==> src/rtl/fetch_pkg.sv <==
// Shared widths and the FIFO entry layout for the instruction fetch buffer.
package fetch_pkg;

  localparam int ADDR_W = 32;
  localparam int DATA_W = 32;

  typedef struct packed {
    logic [ADDR_W-1:0] pc;
    logic [DATA_W-1:0] instr;
  } fetch_entry_t;

endpackage

==> src/rtl/fetch_fifo.sv <==
// Power-of-two circular FIFO with a flush that empties it in one cycle.
// Pushes into a full FIFO and pops from an empty one are ignored.
module fetch_fifo
  import fetch_pkg::*;
#(
  parameter int  DEPTH   = 4,
  parameter type entry_t = fetch_entry_t
) (
  input  logic                     clock,
  input  logic                     reset,
  input  logic                     push_i,
  input  logic                     pop_i,
  input  logic                     flush_i,
  input  entry_t                   wdata_i,
  output entry_t                   rdata_o,
  output logic [$clog2(DEPTH):0]   count_o,
  output logic                     empty_o,
  output logic                     full_o
);

  localparam int PTR_W = $clog2(DEPTH);
  localparam int CNT_W = PTR_W + 1;
  localparam logic [PTR_W-1:0] PTR_ONE = PTR_W'(1);
  localparam logic [CNT_W-1:0] CNT_ONE = CNT_W'(1);
  localparam logic [CNT_W-1:0] CNT_MAX = CNT_W'(DEPTH);

  logic [PTR_W-1:0] wr_ptr_q, rd_ptr_q;
  logic [CNT_W-1:0] count_q;
  entry_t           mem_q [DEPTH];
  logic             do_push, do_pop;

  assign empty_o = (count_q == '0);
  assign full_o  = (count_q == CNT_MAX);
  assign count_o = count_q;
  assign rdata_o = mem_q[rd_ptr_q];

  assign do_push = push_i && !full_o && !flush_i;
  assign do_pop  = pop_i && !empty_o && !flush_i;

  always_ff @(posedge clock or negedge reset) begin
    if (!reset) begin
      wr_ptr_q <= '0;
      rd_ptr_q <= '0;
      count_q  <= '0;
    end else if (flush_i) begin
      wr_ptr_q <= '0;
      rd_ptr_q <= '0;
      count_q  <= '0;
    end else begin
      if (do_push) wr_ptr_q <= wr_ptr_q + PTR_ONE;
      if (do_pop)  rd_ptr_q <= rd_ptr_q + PTR_ONE;
      case ({do_push, do_pop})
        2'b10:   count_q <= count_q + CNT_ONE;
        2'b01:   count_q <= count_q - CNT_ONE;
        default: count_q <= count_q;
      endcase
    end
  end

  // NOTE: storage is deliberately left out of reset; validity is tracked by count_q alone.
  always_ff @(posedge clock) begin
    if (do_push) mem_q[wr_ptr_q] <= wdata_i;
  end

endmodule

==> src/rtl/instruction_fetch_buffer.sv <==
// Owns the fetch PC, captures {pc, word} from memory into a FIFO and hands
// entries to decode over valid/ready; a redirect flushes and restarts fetch.
module instruction_fetch_buffer
  import fetch_pkg::*;
#(
  parameter int          DEPTH    = 4,
  parameter logic [31:0] RESET_PC = 32'd0,
  parameter logic [31:0] PC_STEP  = 32'd1
) (
  input  logic        clock,
  input  logic        reset,
  output logic [31:0] mem_address,
  input  logic [31:0] mem_data,
  input  logic        redirect_valid,
  input  logic [31:0] redirect_pc,
  output logic        out_valid,
  input  logic        out_ready,
  output logic [31:0] out_instr,
  output logic [31:0] out_pc
);

  logic [ADDR_W-1:0]      fetch_pc_q, fetch_pc_d;
  logic                   push, pop, fifo_empty, fifo_full;
  logic [$clog2(DEPTH):0] fifo_count;
  fetch_entry_t           wr_entry, head_entry;

  // Redirect suppresses both push and pop so nothing from the old stream survives.
  assign push = !fifo_full && !redirect_valid;
  assign pop  = out_valid && out_ready && !redirect_valid;

  assign wr_entry    = '{pc: fetch_pc_q, instr: mem_data};
  assign mem_address = fetch_pc_q;
  assign out_valid   = !fifo_empty;
  assign out_pc      = head_entry.pc;
  assign out_instr   = head_entry.instr;

  // NOTE: default assignment first keeps this combinational block latch-free.
  always_comb begin
    fetch_pc_d = fetch_pc_q;
    if (redirect_valid) fetch_pc_d = redirect_pc;
    else if (push)      fetch_pc_d = fetch_pc_q + PC_STEP;
  end

  // NOTE: sequential state uses non-blocking assignments only.
  always_ff @(posedge clock or negedge reset) begin
    if (!reset) fetch_pc_q <= RESET_PC;
    else        fetch_pc_q <= fetch_pc_d;
  end

  fetch_fifo #(
    .DEPTH   (DEPTH),
    .entry_t (fetch_entry_t)
  ) u_fifo (
    .clock   (clock),
    .reset   (reset),
    .push_i  (push),
    .pop_i   (pop),
    .flush_i (redirect_valid),
    .wdata_i (wr_entry),
    .rdata_o (head_entry),
    .count_o (fifo_count),
    .empty_o (fifo_empty),
    .full_o  (fifo_full)
  );

endmodule

==> config.mk <==
export PLATFORM = sky130hd
export DESIGN_NAME = instruction_fetch_buffer
export DESIGN_NICKNAME = d
export VERILOG_FILES = /design/src/rtl/fetch_pkg.sv /design/src/rtl/fetch_fifo.sv /design/src/rtl/instruction_fetch_buffer.sv
export SDC_FILE = /design/constraint.sdc
export NUM_CORES = 1
export LEC_CHECK = 0
export CORE_MARGIN = 2
export CORE_UTILIZATION = 54
export DETAILED_ROUTE_END_ITERATION = 16
export PLACE_DENSITY_LB_ADDON = 0.2
export SLEW_MARGIN = 20
export SYNTH_ARGS = -nofsm -noshare
export SYNTH_HDL_FRONTEND = slang
export SYNTH_SLANG_ARGS = --single-unit
export TNS_END_PERCENT = 10
==> constraint.sdc <==
create_clock -name clock -period 3.75 [get_ports clock]
set_clock_uncertainty 0.05 [all_clocks]
set_input_delay 0.75 -clock clock [delete_from_list [all_inputs] [get_ports clock]]
set_output_delay 0.75 -clock clock [all_outputs]
set_load 0.005 [all_outputs]
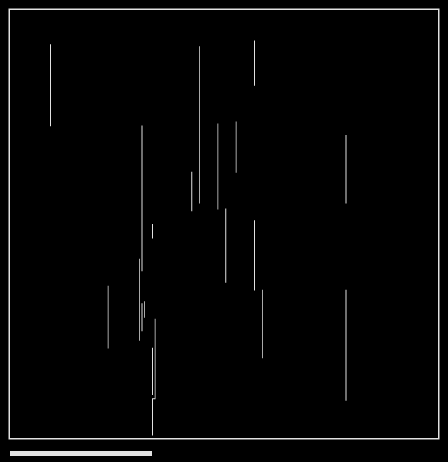
(images/m4.png)
The bar under the picture is 50 um long.
main direction = vertical
share of all routed wire = 2.0%
wire length on this layer = 476 um

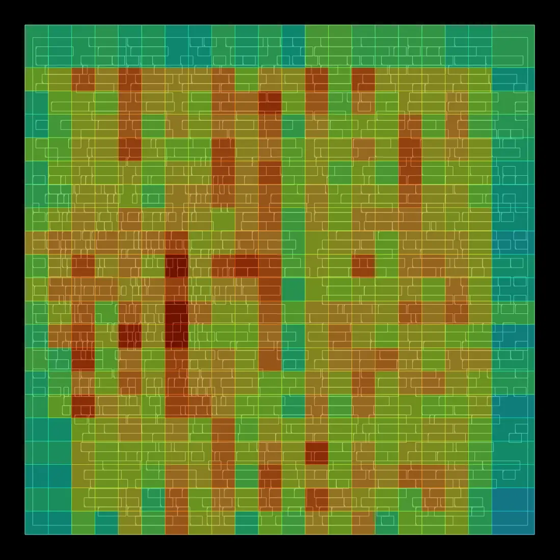
(images/congestion_map.png)
routed len/inst: 22.0 um
GRT busiest layer: met2
post-layout util: 0.692
met3 Use GR: 0.0318
Tot GR Track Use: 0.215

==> out/metrics.csv <==
stage,metric,value,unit
outcome,status,"complete, no violations",
final_layout,Gate Area,0.00279,sq mm
final_layout,most frequent cells in the layout,"256 x edfxtp_1, 163 x clkdlybuf4s50_1, 64 x mux4_2",
final_timing,setup TNS,0,ns
final_layout,Non-clk invs,11,
final_timing,RSZ-0062 raised after global routing,no,
floorplan,Die Span Y,151,um
clocking,Max Root-Sink Buffers,3,
flow_run,tool warning count,29,
worst_setup_path,CP Max Fanout,14,
detailed_routing,routed vias/inst,5.97,
final_layout,Clock Buffer Count,39,
clocking,clk root buf,clkbuf_16,
final_layout,Seq/total area,0.595,
flow_run,Max Cap Viol,0,
final_timing,hold violation count in the final report,0,
final_layout,top cell category,sequential cells,
floorplan,Die Width,151,um
worst_setup_path,Crit. End Element,output port,
synth,post-synthesis cell count,614,
final_timing,fmax,0.299,GHz
detailed_routing,DRT Wirelength,23.9,mm
detailed_routing,initial DRC count,555,
final_layout,Signal buf overhead,0.121,
worst_hold_path,Worst Hold Class,primary input to asynchronous set/reset pin,
floorplan,Init Core Util,0.550,
final_layout,top logic cell by instance count in the layout,edfxtp_1,
synth,yosys stat chip area,0.0116,sq mm
pwr,Top pwr grp,sequential cells,
detailed_routing,DRC viols,0,
synth,synthesized area,0.0116,sq mm
pwr,Net Switching,1.69,mW
final_layout,Nets,861,
detailed_routing,via count,6486,
final_layout,layout cells sized above 1,0.160,
final_layout,Comb area share,0.191,
placement,Placer Congestion,0.803,
clocking,TritonCTS Sinks,295,
placement,Final HPWL DP,15.0,mm
final_timing,"Slew Viols, Final",0,
final_timing,Least-Margin Pin Slew,1.02,ns
clocking,clk ins delay skew pair,0.54,ns
clocking,H-tree levels,1,
pwr,P_clk,2.92,mW
final_timing,Final Cycle Share,0.892,
pwr,sw frac,0.216,
global_routing,vias in the first global route,6636,
final_layout,Sequential cell area,0.00867,sq mm
clocking,Post-CTS Setup Bufs,0,
synth,Synthesis Warnings,0,
final_layout,clk tree area frac,0.0670,
clocking,CTS Hold Buffers Added,0,
worst_setup_path,critical path arrival,2.54,ns
clocking,CTS tree,built,
detailed_routing,Initial DRT Pass Iterations,5,
final_layout,"Buffers, non-clock",174,
synth,register area share after synthesis,0.747,
floorplan,die area,0.0227,sq mm
final_layout,# fillers,1346,
global_routing,initial antenna violation count,0,
worst_setup_path,Crit Path Class,flip-flop to output port,
global_routing,total gr overflow,0,
synth,syn_area_per_cell,18.9,sq um
final_layout,comb_multi_in,277,
pwr,Pint,6.14,mW
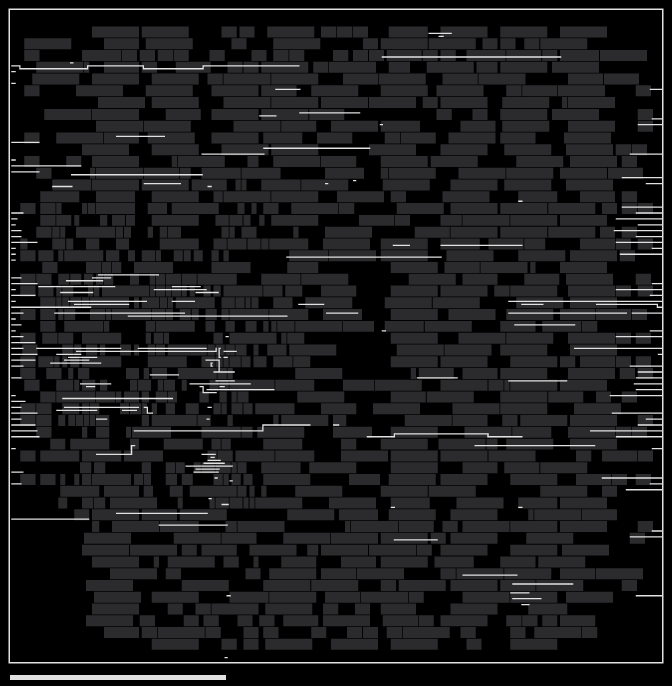
(images/m3.png)
The bar under the picture is 50 um long.
wire length on this layer = 1520 um
nets with wire on the layer = 141
main direction = horizontal
share of all routed wire = 6.4%

[Yosys cell counts]
master / count / area (sq um)
edfxtp_1: 256 / 7690
mux4_2: 64 / 1440
dfrtp_1: 39 / 976
nand2_1: 34 / 128
nor2_1: 20 / 75.1
nand3_1: 18 / 90.1
clkbuf_1: 17 / 63.8
nand4_1: 15 / 93.8
o21ai_0: 15 / 75.1
a31oi_1: 12 / 75.1
or4_1: 12 / 90.1
and3_1: 10 / 62.6
inv_1: 10 / 37.5
o31ai_1: 8 / 60.1
xor2_1: 8 / 70.1
buf_1: 7 / 26.3
nor4_1: 7 / 43.8
buf_2: 6 / 30.0
a21oi_1: 5 / 25.0
ha_1: 5 / 62.6
xnor2_1: 5 / 43.8
and2_1: 4 / 25.0
a31o_2: 3 / 26.3
and4_1: 3 / 26.3
mux2i_1: 3 / 30.0
o211ai_1: 3 / 22.5
a22oi_1: 2 / 15.0
a311o_1: 2 / 20.0
nor2b_1: 2 / 12.5
nor3_1: 2 / 10.0
o31a_1: 2 / 17.5
or4b_1: 2 / 20.0
a211o_1: 1 / 8.76
buf_6: 1 / 11.3
clkinv_1: 1 / 3.75
nand2b_1: 1 / 6.26
nand4_2: 1 / 12.5
nand4b_1: 1 / 8.76
nor3b_2: 1 / 12.5
o2111a_1: 1 / 11.3
o221a_2: 1 / 11.3
o41ai_1: 1 / 8.76
or3_1: 1 / 6.26
or3b_2: 1 / 8.76
or4_4: 1 / 11.3
[worst max-delay path, cell delays in order, from the launching register on]
cell             delay (ns)
dfrtp_4                0.63
buf_4                  0.36
mux4_2                 0.55
clkdlybuf4s50_1        0.46
[per-layer routing]
layer / up-vias / track usage / part of all wire
met2: 267 / 0.355 / 0.50
met1: 3307 / 0.308 / 0.42
li1: 2869 / - / -
met4: 0 / 0.0547 / 0.020
met3: 43 / 0.0318 / 0.064
met5: - / 0 / 0
[stage by stage]
step	hold WS (ns)	setup slack (ns)	power [mW]	std cells	area, sq um
2_1_floorplan	0.404	0.550	4.42	614	11600
3_3_place_gp	0.498	0.928	4.96	1032	13600
3_5_place_dp	0.541	0.913	5.00	1032	13600
4_1_cts	0.295	0.340	7.90	1086	14600
5_1_grt	0.345	0.269	8.10	1086	14600
6_report	0.282	0.407	7.84	1086	14600
[path summary, 6_finish.rpt]
kind | startpoint | to | slack [ns]
max in group asynchronous | reset | u_fifo.rd_ptr_q[0] | 2.70
min in group clock | u_fifo.wr_ptr_q[1] | u_fifo.wr_ptr_q[1] | 0.55
max | u_fifo.rd_ptr_q[0] | out_pc[12] | 0.41
min reg2reg | u_fifo.wr_ptr_q[1] | u_fifo.wr_ptr_q[1] | 0.55
min | reset | mem_address[5] | 0.28
max reg2reg | mem_address[0] | mem_address[26] | 1.26
[cell families after synthesis]
group           after synthesis  synth area share
flops                       295             0.747
simple gates                136            0.0641
mux                          67             0.127
compound gates               56            0.0325
buf+inv                      42            0.0149
xor+xnor                     13           0.00981
fa+ha+maj                     5           0.00539
[state kept, by name, summed over array words and instances, names as in the netlist]
register,flops
u_fifo.mem_q,256
mem_address,32
u_fifo.count_o,3
u_fifo.rd_ptr_q,2
u_fifo.wr_ptr_q,2
Power figures rest on the tool's default switching activity, not on a simulated workload.
